Track usage over the die:
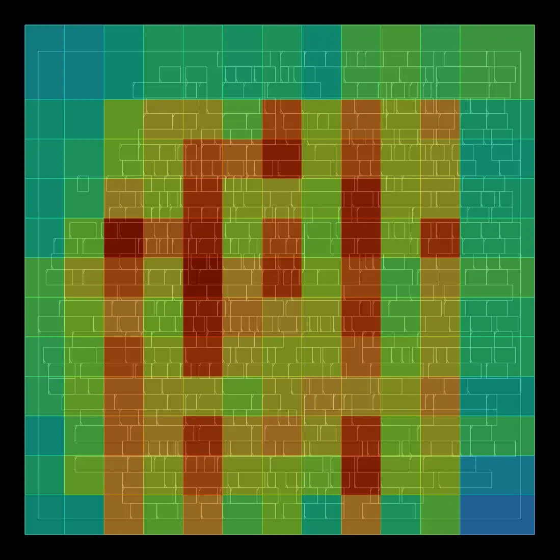
Cells colored by class:
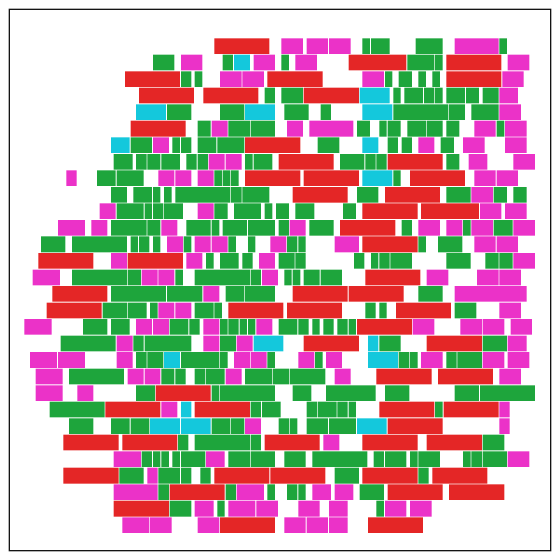
Wiring by layer:
Scale bar: 20 microns.
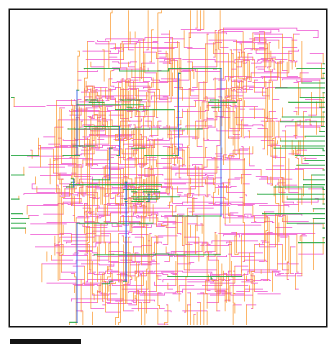
Signal metal coverage by tile:
Scale bar: 20 microns. 18 x 18 tiles, from dark blue (low) to red (high), scaled to the fullest tile. Values are wire area over tile area, all layers added.
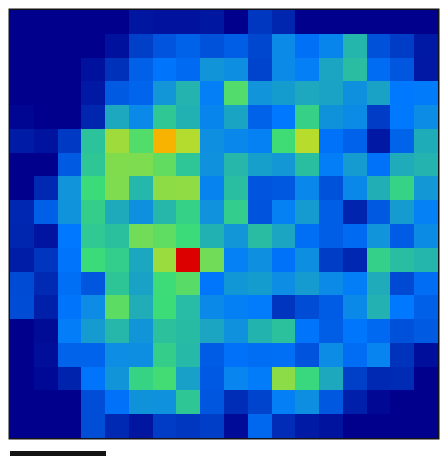
$ cat src/rtl/br_resolve_unit_if.sv
// Condition-code, branch-request and redirect signals between the datapath and br_resolve_unit.
interface br_resolve_unit_if #(
  parameter int PC_W = 16
);
  logic            cc_ld;
  logic [PC_W-1:0] cc_bus;
  logic            cc_pend_inc;
  logic            cc_pend_full;
  logic            br_valid;
  logic            br_ready;
  logic [PC_W-1:0] br_ir;
  logic [PC_W-1:0] br_pc;
  logic            redir_valid;
  logic            redir_ready;
  logic            redir_taken;
  logic [PC_W-1:0] redir_pc;
  logic [2:0]      nzp;

  modport master (
    output cc_ld, cc_bus, cc_pend_inc, br_valid, br_ir, br_pc, redir_ready,
    input  cc_pend_full, br_ready, redir_valid, redir_taken, redir_pc, nzp
  );

  modport slave (
    input  cc_ld, cc_bus, cc_pend_inc, br_valid, br_ir, br_pc, redir_ready,
    output cc_pend_full, br_ready, redir_valid, redir_taken, redir_pc, nzp
  );
endinterface

$ cat src/rtl/br_resolve_unit.sv
// LC-3 branch resolution: NZP register, pending CC-writer tracking and registered PC redirect.
// Optional macro BR_CC_BYPASS_EN: resolve straight from the final cc_bus write, skipping EVAL.
module br_resolve_unit #(
  parameter int PC_W     = 16,
  parameter int MAX_PEND = 3
) (
  input logic            Clk,
  input logic            Reset_n,
  br_resolve_unit_if.slave bus
);
  localparam int CNT_W = $clog2(MAX_PEND + 1);

  typedef enum logic [1:0] {IDLE, WAIT_CC, EVAL, ISSUE} state_t;

  state_t            state_reg, state_next;
  logic [CNT_W-1:0]  pend_reg, pend_next;
  logic [2:0]        nzp_reg, bus_nzp, cond_reg, eval_nzp;
  logic [PC_W-1:0]   target_reg, pc_reg, redir_pc_reg, br_target;
  logic              redir_taken_reg;
  logic              pend_full, accept, resolve;
  logic              unused_ir;

  assign unused_ir = ^bus.br_ir[PC_W-1:12];
  assign br_target = bus.br_pc + {{(PC_W-9){bus.br_ir[8]}}, bus.br_ir[8:0]};
  assign pend_full = (pend_reg == CNT_W'(MAX_PEND));

  always_comb begin
    bus_nzp = 3'b001;
    if (bus.cc_bus[PC_W-1])
      bus_nzp = 3'b100;
    else if (bus.cc_bus == '0)
      bus_nzp = 3'b010;
  end

  // Simultaneous issue and retire cancel; saturate at both ends.
  always_comb begin
    pend_next = pend_reg;
    if (bus.cc_pend_inc && !bus.cc_ld) begin
      if (!pend_full)
        pend_next = pend_reg + CNT_W'(1);
    end else if (bus.cc_ld && !bus.cc_pend_inc) begin
      if (pend_reg != '0)
        pend_next = pend_reg - CNT_W'(1);
    end
  end

  always_comb begin
    state_next = state_reg;
    accept     = 1'b0;
    resolve    = 1'b0;
    eval_nzp   = nzp_reg;
    case (state_reg)
      IDLE: begin
        if (bus.br_valid) begin
          accept     = 1'b1;
          state_next = (pend_next == '0) ? EVAL : WAIT_CC;
        end
      end
      WAIT_CC: begin
        if (pend_next == '0) begin
`ifdef BR_CC_BYPASS_EN
          if (bus.cc_ld) begin
            resolve    = 1'b1;
            eval_nzp   = bus_nzp;
            state_next = ISSUE;
          end else begin
            state_next = EVAL;
          end
`else
          state_next = EVAL;
`endif
        end
      end
      EVAL: begin
        resolve    = 1'b1;
        state_next = ISSUE;
      end
      ISSUE: begin
        if (bus.redir_ready)
          state_next = IDLE;
      end
      default: state_next = IDLE;
    endcase
  end

  always_ff @(posedge Clk or negedge Reset_n) begin
    if (!Reset_n) begin
      state_reg       <= IDLE;
      pend_reg        <= '0;
      nzp_reg         <= 3'b010;
      cond_reg        <= '0;
      target_reg      <= '0;
      pc_reg          <= '0;
      redir_taken_reg <= 1'b0;
      redir_pc_reg    <= '0;
    end else begin
      state_reg <= state_next;
      pend_reg  <= pend_next;
      if (bus.cc_ld)
        nzp_reg <= bus_nzp;
      if (accept) begin
        cond_reg   <= bus.br_ir[11:9];
        target_reg <= br_target;
        pc_reg     <= bus.br_pc;
      end
      if (resolve) begin
        redir_taken_reg <= |(cond_reg & eval_nzp);
        redir_pc_reg    <= (|(cond_reg & eval_nzp)) ? target_reg : pc_reg;
      end
    end
  end

  assign bus.br_ready     = (state_reg == IDLE);
  assign bus.redir_valid  = (state_reg == ISSUE);
  assign bus.redir_taken  = redir_taken_reg;
  assign bus.redir_pc     = redir_pc_reg;
  assign bus.nzp          = nzp_reg;
  assign bus.cc_pend_full = pend_full;
endmodule

$ cat src/flat_wrapper.sv
// flat-port wrapper written by rule: the top's interface ports become plain ports
module br_resolve_unit_flat 
#(
  parameter int PC_W     = 16,
  parameter int MAX_PEND = 3
)
  (Clk, Reset_n, bus_cc_ld, bus_cc_bus, bus_cc_pend_inc, bus_br_valid, bus_br_ir, bus_br_pc, bus_redir_ready, bus_cc_pend_full, bus_br_ready, bus_redir_valid, bus_redir_taken, bus_redir_pc, bus_nzp);
  br_resolve_unit_if #(.PC_W(PC_W)) bus_i ();
  input logic Clk;
  input logic Reset_n;
  input wire logic [$bits(bus_i.cc_ld)-1:0] bus_cc_ld;
  input wire logic [$bits(bus_i.cc_bus)-1:0] bus_cc_bus;
  input wire logic [$bits(bus_i.cc_pend_inc)-1:0] bus_cc_pend_inc;
  input wire logic [$bits(bus_i.br_valid)-1:0] bus_br_valid;
  input wire logic [$bits(bus_i.br_ir)-1:0] bus_br_ir;
  input wire logic [$bits(bus_i.br_pc)-1:0] bus_br_pc;
  input wire logic [$bits(bus_i.redir_ready)-1:0] bus_redir_ready;
  output wire logic [$bits(bus_i.cc_pend_full)-1:0] bus_cc_pend_full;
  output wire logic [$bits(bus_i.br_ready)-1:0] bus_br_ready;
  output wire logic [$bits(bus_i.redir_valid)-1:0] bus_redir_valid;
  output wire logic [$bits(bus_i.redir_taken)-1:0] bus_redir_taken;
  output wire logic [$bits(bus_i.redir_pc)-1:0] bus_redir_pc;
  output wire logic [$bits(bus_i.nzp)-1:0] bus_nzp;
  assign bus_i.cc_ld = bus_cc_ld;
  assign bus_i.cc_bus = bus_cc_bus;
  assign bus_i.cc_pend_inc = bus_cc_pend_inc;
  assign bus_i.br_valid = bus_br_valid;
  assign bus_i.br_ir = bus_br_ir;
  assign bus_i.br_pc = bus_br_pc;
  assign bus_i.redir_ready = bus_redir_ready;
  assign bus_cc_pend_full = bus_i.cc_pend_full;
  assign bus_br_ready = bus_i.br_ready;
  assign bus_redir_valid = bus_i.redir_valid;
  assign bus_redir_taken = bus_i.redir_taken;
  assign bus_redir_pc = bus_i.redir_pc;
  assign bus_nzp = bus_i.nzp;
  br_resolve_unit #(.PC_W(PC_W), .MAX_PEND(MAX_PEND)) u_core (.Clk(Clk), .Reset_n(Reset_n), .bus(bus_i));
endmodule
$ cat config.mk
export PLATFORM = sky130hd
export DESIGN_NAME = br_resolve_unit_flat
export DESIGN_NICKNAME = d
export VERILOG_FILES = /design/src/rtl/br_resolve_unit_if.sv /design/src/rtl/br_resolve_unit.sv /design/src/flat_wrapper.sv
export SDC_FILE = /design/constraint.sdc
export NUM_CORES = 1
export LEC_CHECK = 0
export CAP_MARGIN = 10
export CORE_MARGIN = 2
export CORE_UTILIZATION = 45
export DETAILED_ROUTE_END_ITERATION = 6
export PLACE_DENSITY = 0.76
export SLEW_MARGIN = 20
export SYNTH_ARGS = -nofsm -noshare
export SYNTH_HDL_FRONTEND = slang
export SYNTH_SLANG_ARGS = --single-unit
$ cat constraint.sdc
create_clock -name Clk -period 1.65 [get_ports Clk]
set_input_delay 0.165 -clock Clk [delete_from_list [all_inputs] [get_ports Clk]]
set_output_delay 0.165 -clock Clk [all_outputs]
set_load 0.02 [all_outputs]
==> results.py <==
# Physical implementation metrics
metrics = {
    "logic_synthesis": {
        "fp_nets": 390,
        "yosys_warnings": 0,
        "synthSimpleGateAreaFrac_pct": 11.7,
        "ff_type": "dfrtp_1",
        "ys_ff": 59,
        "topCombFamilyByArea": "AND-OR/OR-AND gates",
        "mux_share_pct": 13.3,
        "common_cells": "dfrtp_1, a21oi_1, nand2_1, nor2_1, mux2_2",
        "syn_area_sq_um": 3240,
        "synth.most_common_cell": "dfrtp_1",
        "synthTopCellsByArea": "dfrtp_1, mux2_2, ha_1",
        "top_area_share_pct": 44.8,
        "synth_cell_types": 48,
        "yosys_cells": 316,
        "yosys.stat.chipArea_sq_um": 3240,
        "avgSynthCellArea_sq_um": 10.3,
        "synthAoiAreaFrac_pct": 16.1,
        "syn_inst": 316,
        "synthAdderAreaFrac_pct": 7.95,
        "yosys.area.top_type": "dfrtp_1",
        "synth-edff-count": 0,
    },
    "run": {
        "warnings": 36,
        "drv_cap": 0,
    },
    "power": {
        "netSwitchingFraction_pct": 37.4,
        "switchingPower_mw": 2.71,
        "p_seq_mw": 2.57,
        "powerClk_mw": 1.20,
        "pwr-share-clk_pct": 16.6,
        "comb_power_share_pct": 47.9,
        "power.total_mw": 7.24,
        "peakVddDrop_mv": 0.587,
        "p_leak_nw": 2.23,
        "power_leader": "combinational logic",
        "seqPwrFrac_pct": 35.5,
        "power.density_nw_per_um2": 1460,
        "p_comb_mw": 3.47,
    },
    "placement": {
        "pre_cts_ws_ns": -0.606,
        "placed_area_sq_um": 4440,
        "place_congestion": 0.811,
        "dp.cells": 518,
        "hpwlAfterDp_microns": 5850,
    },
    "finish": {
        "logic_area_sq_um": 1950,
        "final_cell_mix": "dfrtp_1, buf_4, clkdlybuf4s50_1, nor2_1, a21oi_1",
        "area_growth_pct": 52.7,
        "lay_top_count": "dfrtp_1",
        "buf_share_pct": 24.1,
        "drive_gt1_share_pct": 31.5,
        "comb_cells": 236,
        "fillCellCount": 495,
        "comb_share_pct": 39.4,
        "fin_nets": 514,
        "n_all_buffers": 126,
        "fin_cells": 541,
        "seq_cell_count": 59,
        "nClkBuffers": 10,
        "largest_cell_class": "logic gates",
        "num-nonclk-inverters": 8,
        "clock_area_share_pct": 3.61,
        "diodes": 0,
    },
    "routing": {
        "wl_met3_microns": 622,
        "first_iter_violations": 112,
        "m1WireLength_microns": 3790,
        "highest_layer": "met4",
        "remaining_drc_errors": 0,
        "antenna_left": 0,
        "drt_pass1_iterations": 4,
        "drt-total-wl_microns": 8720,
        "viasPerCell": 5.47,
    },
    "timing": {
        "hold_viol": 0,
        "period_used_pct": 100,
        "max_freq_mhz": 604,
        "worst_pin_slew_ns": 0.431,
        "setup_violations": 2,
        "setup_ws_ns": -0.00497,
        "fin_crit_ns": 1.65,
        "whs_ns": 0.123,
        "finClkSkew_ns": 0.0104,
        "slew_violations": 0,
        "rsz0062_at_grt": "yes",
        "slew_headroom_pct": 71.1,
        "setup_tns_ns": -0.00521,
    },
    "clocking": {
        "numClockSinks": 59,
        "htree_num_levels": 3,
        "cts_buffers": 9,
        "root_buffer": "clkbuf_8",
        "clk_pin_slew_ns": 0.07,
        "cts-resized-gates": 31,
        "clk_path_buf_depth": 2,
        "cts_hold_buf": 1,
        "postCtsSetupBuffers": 2,
    },
    "setup_path": {
        "critPathMaxStageDelay_ns": 0.50,
        "crit_end": "u_core.target_reg[13]",
        "critPathTopFamily": "AND-OR/OR-AND gates",
        "worstPathCellList": "clkdlybuf4s50_1, ha_4, nand2_1, a2111o_1, a31oi_1, o31ai_2",
        "cp.required_ns": 1.88,
        "worst_setup_path_end_kind": "flip-flop",
        "rr_startpoint": "u_core.state_reg[1]",
        "start_kind": "primary input",
        "arrival_ns": 1.88,
        "crit_start": "bus_br_pc[11]",
        "critPathKind": "primary input to flip-flop",
        "reg2reg_slack_ns": 0.07,
        "worstPathMaxFanout": 5,
        "r2r-end": "u_core.pc_reg[8]",
        "path_depth": 6,
        "crit_slowest_cell": "clkdlybuf4s50_1",
        "path_buffers": 1,
    },
    "floorplanning": {
        "well_tap_count": 96,
        "dieHeight_microns": 88.9,
        "pin_count": 77,
        "initial_core_util_pct": 47.2,
        "die_area_sq_um": 7900,
        "core_area_sq_um": 6870,
    },
    "grt": {
        "grt_max_degree": 60,
        "grt_pass1_vias": 2896,
        "grt_pass1_wl_microns": 13100,
        "grt_antenna_before_repair": 0,
        "gr-total-overflow": 0,
    },
    "hold_path": {
        "whs_endpoint": "u_core.pc_reg[0]",
        "hold_depth": 2,
        "hp-class": "primary input to flip-flop",
        "worstHoldStart": "bus_br_pc[0]",
    },
    "run_status": {
        "violations": "setup timing",
        "status": "finished, violations left",
    },
}
Back to the opening pictures, 'track usage over the die':
met2 Usage GRT: 35.6%
global route hottest layer: met2
Layout Utilization: 72.1%
met3 Use GR: 5.45%
GRT met1 Usage: 27.8%

Back to the opening pictures, 'cells colored by class':
class	color	cells	share of their area
all other logic	green	244	41%
other buffers and delay cells	magenta	126	25%
clock drivers and dummy loads	cyan	16	3.7%
flops	red	59	31%

Back to the opening pictures, 'wiring by layer':
layer	color	wire length
met1	magenta	3790 microns
met4	blue	159 microns
met2	orange	4150 microns
met3	green	623 microns
wire per inst: 16.1 microns
total track usage: 21.5%
vias: 2958

Back to the opening pictures, 'signal metal coverage by tile':
tiles over half the peak	7.4%
mean over tiles	0.18
densest ninth of the die	center

No activity file was given, so power comes from the tool's default toggle rates.
